<file path="src/rtl/seg_scan_pkg.sv">
// seg_scan_pkg: shared constants for the six-digit multiplexed 7-segment scanner.
package seg_scan_pkg;
    localparam int NUM_DIGITS = 6;
    localparam logic [6:0] SEG_BLANK = 7'h7F;
    localparam logic [6:0] SEG_DASH  = 7'h3F;
    // Active-low {g,f,e,d,c,b,a} patterns, digit 9 in the top slot down to digit 0
    localparam logic [9:0][6:0] SEG_DIGITS = {
        7'h10, 7'h00, 7'h78, 7'h02, 7'h12, 7'h19, 7'h30, 7'h24, 7'h79, 7'h40
    };
endpackage

</file>
<file path="src/rtl/bcd_to_seg7.sv">
// bcd_to_seg7: BCD nibble to active-low 7-segment pattern; nibbles 10-15 show a dash.
module bcd_to_seg7 (
    input  logic [3:0] nib_i,
    output logic [6:0] seg_o
);
    import seg_scan_pkg::*;
    assign seg_o = (nib_i > 4'd9) ? SEG_DASH : SEG_DIGITS[nib_i];
endmodule

</file>
<file path="src/rtl/seg_scan6.sv">
// seg_scan6: six-digit multiplexed 7-segment driver with per-frame snapshot of the BCD digits.
// Define SEG_SCAN_LZB_EN to blank leading zeros on digits 5..3.
module seg_scan6
    import seg_scan_pkg::*;
#(
    parameter int SCAN_DIV = 1
) (
    input  logic        clk1khz,
    input  logic        rst,
    input  logic        en,
    input  logic        hold,
    input  logic [23:0] digits_in,
    input  logic [5:0]  dp_mask,
    output logic [5:0]  an,
    output logic [7:0]  seg
);
    logic [7:0]  pre_q, pre_d;
    logic [2:0]  idx_q, idx_d;
    logic [23:0] snap_q, snap_d;
    logic [5:0]  an_q, an_d;
    logic [7:0]  seg_q, seg_d;
    logic        tick, wrap, blank;
    logic [3:0]  nib;
    logic [6:0]  seg7;

    assign tick = en && (pre_q == 8'(SCAN_DIV - 1));
    assign wrap = idx_q == 3'(NUM_DIGITS - 1);
    assign nib  = snap_q[{idx_q, 2'b00} +: 4];

    bcd_to_seg7 u_dec (
        .nib_i(nib),
        .seg_o(seg7)
    );

`ifdef SEG_SCAN_LZB_EN
    logic z5, z4, z3;
    logic [7:0] lz;
    // lz[i] set when snap digits 5..i are all zero; only digits 5..3 may blank
    assign z5 = snap_q[23:20] == 4'd0;
    assign z4 = z5 && snap_q[19:16] == 4'd0;
    assign z3 = z4 && snap_q[15:12] == 4'd0;
    assign lz = {2'b00, z5, z4, z3, 3'b000};
    assign blank = lz[idx_q];
`else
    assign blank = 1'b0;
`endif

    always_comb begin
        pre_d  = tick ? 8'd0 : (en ? pre_q + 8'd1 : pre_q);
        idx_d  = tick ? (wrap ? 3'd0 : idx_q + 3'd1) : idx_q;
        snap_d = (tick && wrap && !hold) ? digits_in : snap_q;
        an_d   = en ? ~(6'd1 << idx_q) : 6'h3F;
        seg_d  = en ? {~dp_mask[idx_q], blank ? SEG_BLANK : seg7} : 8'hFF;
    end

    always_ff @(posedge clk1khz or negedge rst) begin
        if (!rst) begin
            pre_q  <= 8'd0;
            idx_q  <= 3'd0;
            snap_q <= 24'd0;
            an_q   <= 6'h3F;
            seg_q  <= 8'hFF;
        end else begin
            pre_q  <= pre_d;
            idx_q  <= idx_d;
            snap_q <= snap_d;
            an_q   <= an_d;
            seg_q  <= seg_d;
        end
    end

    assign an  = an_q;
    assign seg = seg_q;
endmodule

</file>
<file path="config.mk">
export PLATFORM = sky130hd
export DESIGN_NAME = seg_scan6
export DESIGN_NICKNAME = d
export VERILOG_FILES = /design/src/rtl/seg_scan_pkg.sv /design/src/rtl/bcd_to_seg7.sv /design/src/rtl/seg_scan6.sv
export SDC_FILE = /design/constraint.sdc
export NUM_CORES = 1
export LEC_CHECK = 0
export CAP_MARGIN = 20
export CORE_MARGIN = 4
export CORE_UTILIZATION = 55
export CTS_BUF_LIST = sky130_fd_sc_hd__clkbuf_8 sky130_fd_sc_hd__clkbuf_16
export CTS_CLUSTER_SIZE = 14
export DETAILED_ROUTE_END_ITERATION = 6
export PLACE_DENSITY_LB_ADDON = 0.08
export SYNTH_ARGS = -nofsm -noshare
export SYNTH_HDL_FRONTEND = slang
export SYNTH_SLANG_ARGS = --single-unit
</file>
<file path="constraint.sdc">
create_clock -name clk1khz -period 6.75 [get_ports clk1khz]
set_clock_uncertainty 0.05 [all_clocks]
set_input_delay 2.025 -clock clk1khz [delete_from_list [all_inputs] [get_ports clk1khz]]
set_output_delay 2.025 -clock clk1khz [all_outputs]
set_load 0.005 [all_outputs]
</file>
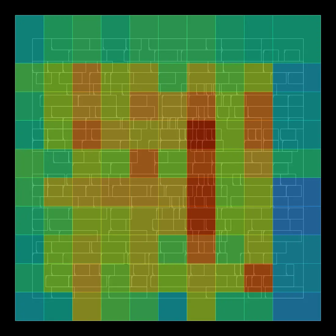
(images/congestion_map.png)
most crowded layer after global routing: met2
Avg WL per Cell: 15.8 um
grt met2 use: 29.1%
Util after Layout: 72.5%
met1 usage: 23.4%

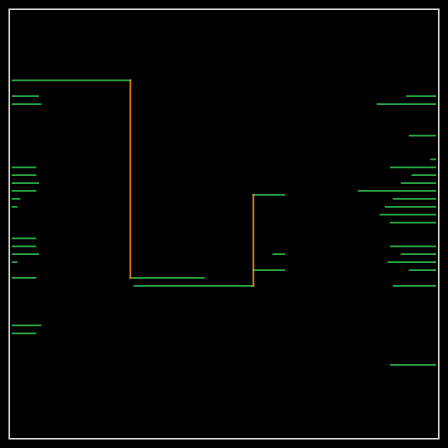
(images/layers.png)
Only two layers are drawn.
Key: green = M3 [wire length 242 um]; orange = M4 [wire length 49.6 um]
Total GRT Usage: 17.9%
via count: 1,465
drt total wl: 4280 um

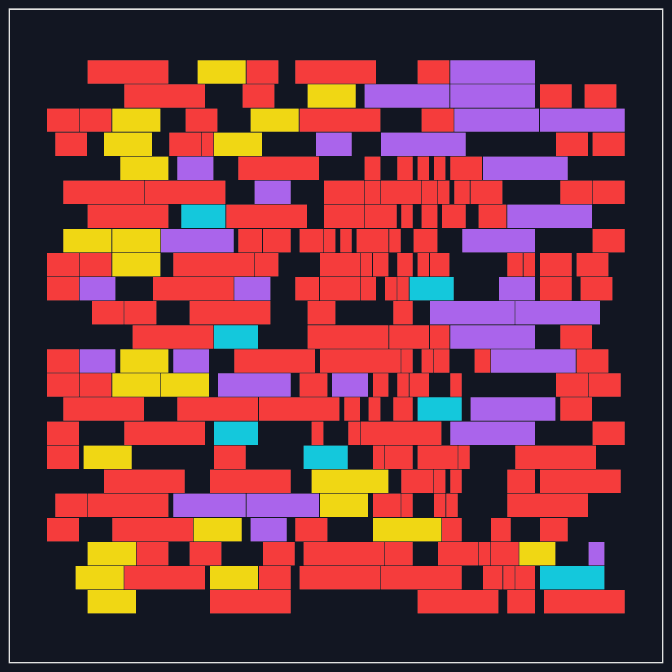
(images/sizing.png)
Key: yellow = x3 and x4 [cells 23, share 10%]; purple = x2 [cells 30, share 14%]; cyan = x6 and larger [cells 7, share 3.2%]; red = x1 and smaller [cells 161, share 73%]
bufs w/o clock: 48
P&R area growth vs syn: 25.0%

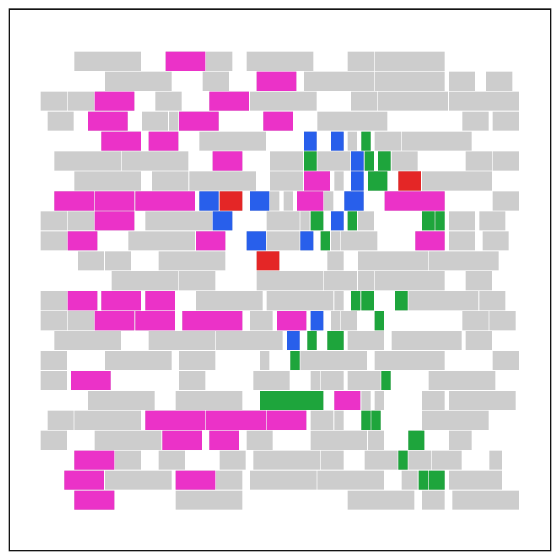
(images/gates.png)
Key: magenta = mux cells [cells 38]; green = nand cells [cells 25]; blue = aoi and oai cells [cells 13]; red = non-inverting ao/oa cells [cells 3]
combinational fraction of the cell area: 35.7%
top logic cell by instance count in the layout: clkdlybuf4s50_1
Final Non-Filler Cells: 271

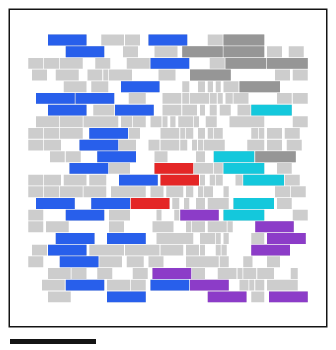
(images/ff_map.png)
The bar under the picture is 20 um long. Other sequential cells in the stronger grey, the rest of the logic in the fainter grey.
Key: red = `idx_q` [sequential cells 3]; blue = `snap_q` [sequential cells 24]; cyan = `an` [sequential cells 6, where middle right]; purple = `pre_q` [sequential cells 8, where lower right]
Another 8 sequential cells are not coloured.
Seq area share: 42.0%
P_seq: 0.000531 W
Reg area: 1240 sq um

==> deck_impl_summary.md <==
Run Summary

Power and ir drop
  – VDD IR max: 0.219 mV
  – Pwr Density: 402 nW/um^2
  – Total power: 0.00119 W

Route
  – DR vias/cell: 5.41
  – DR top layer: met4
  – Pre-antenna DRT Iters: 4
  – Routed length on met2: 2070 um
  – M1 WL: 1920 um
  – Met3 WL: 241 um
  – Post-DRT Antenna Nets: 0
  – Detailed Route Iter0 Violations: 87
  – DRC Markers: 0

GRT
  – Vias in the first global route: 1,534
  – Total gr overflow: 0
  – Pin count of the biggest net entering global routing: 50
  – First-pass GRT wire length: 7290 um
  – Antenna violations before repair: 0

Setup path
  – Cell Chain, Critical Path: clkdlybuf4s50_1 -> nand2_1 -> nor4_4 -> nand4b_4 -> mux2_4
  – Worst setup path class: primary input to flop
  – CP max stage cell: clkdlybuf4s50_1
  – Critical Path RT: 6.88 ns
  – CP Capture Type: flop
  – Largest stage delay on the critical path: 0.84 ns
  – CP arrival: 4.51 ns
  – Startpoint types: primary input

Yosys
  – Yosys warnings: 0
  – Ys flops: 49
  – Dominant flop cell: dfrtp_1
  – Main area contributors: dfrtp_1 (37%), dfstp_2 (16%), mux2_4 (13%), mux2_2 (4.8%), mux4_2 (4.8%)
  – Syn_area_per_cell: 13.7 sq um
  – Fraction of registers with async set/reset: 100%
  – Seq share, synth: 52.5%
  – Chip Area, Yosys: 2370 sq um
  – Syn nets: 215
  – Synth top area share: 37.0%
  – Synth cell types: 30
  – Post-synth EDFFs: 0
  – Syn Std Cell Area: 2370 sq um
  – Post-Syn Instances: 173

Clock tree
  – CTS Buf Count: 5
  – Postcts setup bufs: 0
  – Clk buf depth: 2
  – Number of cells upsized or downsized after cts: 0
  – Htree depth: 2
  – Hold buffers post-CTS: 0
  – Clock sinks: 49
  – CTS tree: built
  – Clock-pin slew on the worst setup and hold paths: 0.08 ns
  – Clk Latency, worst-skew pair: 0.29 ns

STA
  – Period utilisation layout: 64.9%
  – Setup-failing EPs final: 0
  – RSZ-0062 raised after global routing: false
  – Tightest Pin Transition: 0.909 ns
  – Setup_tns: 0 ns
  – Max-slew headroom at the worst pin: 39.3%
  – Min Clock Period, post-route: 4.38 ns
  – Pins over their slew limit: 0
  – Fmax: 228 MHz
  – Final Hold Viols: 0

Die
  – Die Size: 5420 sq um
  – Die y size: 73.6 um
  – Core ar.: 4090 sq um
  – Die W: 73.6 um
  – I/O Pins: 48
  – FP Rows: 23
  – Pre-Place Util: 58.0%

Job
  – Tool warnings: 31
  – MaxCap Viol Count: 0

Place
  – GP Congestion: 0.834
  – DP HPWL: 3150 um
  – Port bufs: 47
  – Placed cells: 262

Outcome
  – Status: complete, no violations

Final layout
  – Logic area: 1060 sq um
  – Final #Nets: 262
  – Ant. Diodes: 0
  – Share of layout cells above drive strength 1: 27.1%
  – Most numerous logic cells after layout: clkdlybuf4s50_1 (46), dfrtp_1 (35), mux2_4 (20)
  – Fillcell total: 266

Min path
  – Hold crit path type: flop to flop
==> worst paths after layout <==
kind,from,endpoint,slack (ns),depth (start not counted)
max in group asynchronous,rst,seg[5],4.63,2
max,en,snap_q[18],2.37,5
min,pre_q[7],pre_q[7],0.44,1
min reg2reg,pre_q[7],pre_q[7],0.44,1
max reg2reg,idx_q[0],seg[1],3.91,6
min in group asynchronous,rst,pre_q[7],1.50,1
==> synthesized netlist by cell type, types with 2 or more instances <==
| master | n |
|---|---|
| dfrtp_1 | 35 |
| mux2_4 | 20 |
| dfstp_2 | 14 |
| nand2_1 | 14 |
| mux2_2 | 10 |
| ha_1 | 8 |
| nor2_1 | 7 |
| nand3_1 | 6 |
| o21ai_0 | 6 |
| xnor2_1 | 6 |
| clkbuf_1 | 5 |
| inv_1 | 5 |
| mux4_2 | 5 |
| a22oi_1 | 4 |
| a22o_1 | 3 |
| and3_1 | 3 |
| mux2i_1 | 3 |
| nand4_1 | 3 |
| a21oi_1 | 2 |
| buf_6 | 2 |
| nor2b_1 | 2 |
| xor2_1 | 2 |
==> power breakdown <==
group          internal (W)  switching [W]  total, W  leakage (nW)
registers          0.000430       0.000101  0.000531         0.608
logic              0.000290       0.000200  0.000490         0.735
clock network     0.0000807      0.0000897  0.000170        0.0538
==> cells by family (layout without fill, tap and decap cells) <==
family	Yosys count	count (layout)	share of synthesized area, %
simple gates	40	40	9.66
xor+xnor	8	8	2.96
mux	38	38	23.4
fa+ha+maj	8	8	4.22
buf+inv	14	62	2.85
flops	49	49	52.5
compound gates	16	16	4.38
==> flip-flops by register name, summed over array words and instances, names as in the netlist <==
signal  flops
snap_q     24
seg         8
idx_q       3
pre_q       8
an          6
==> metrics by stage <==
step	hold WS [ns]	instance area, sq um	setup slack [ns]
3_3_place_gp	0.413	2850	2.15
4_1_cts	0.438	2940	2.37
3_5_place_dp	0.426	2850	2.05
5_1_grt	0.461	2960	2.16
2_1_floorplan	0.396	2370	3.20
6_report	0.445	2960	2.37
==> critical path, delay by kind of cell <==
family | cells | cell delay (ns)
buf+inv | 1 | 0.84
mux | 1 | 0.49
simple gates | 3 | 1.14
==> routing by layer <==
metal  track usage, %  vias to the layer above
met1             23.4                      721
met3             4.65                        5
li1                 -                      699
met2             29.1                       40
met5                0                        -
met4             5.43                        0
==> layout make-up <==
| class | instances | area share, % |
|---|---|---|
| Inverter | 6 | 0.760 |
| Tap cell | 50 | 2.11 |
| Clock buffer | 6 | 2.79 |
| Clock inverter | 2 | 0.253 |
| Multi-Input combinational cell | 110 | 35.7 |
| Timing Repair Buffer | 48 | 16.4 |
| Sequential cell | 49 | 42.0 |
Power and IR drop assume default switching activity.
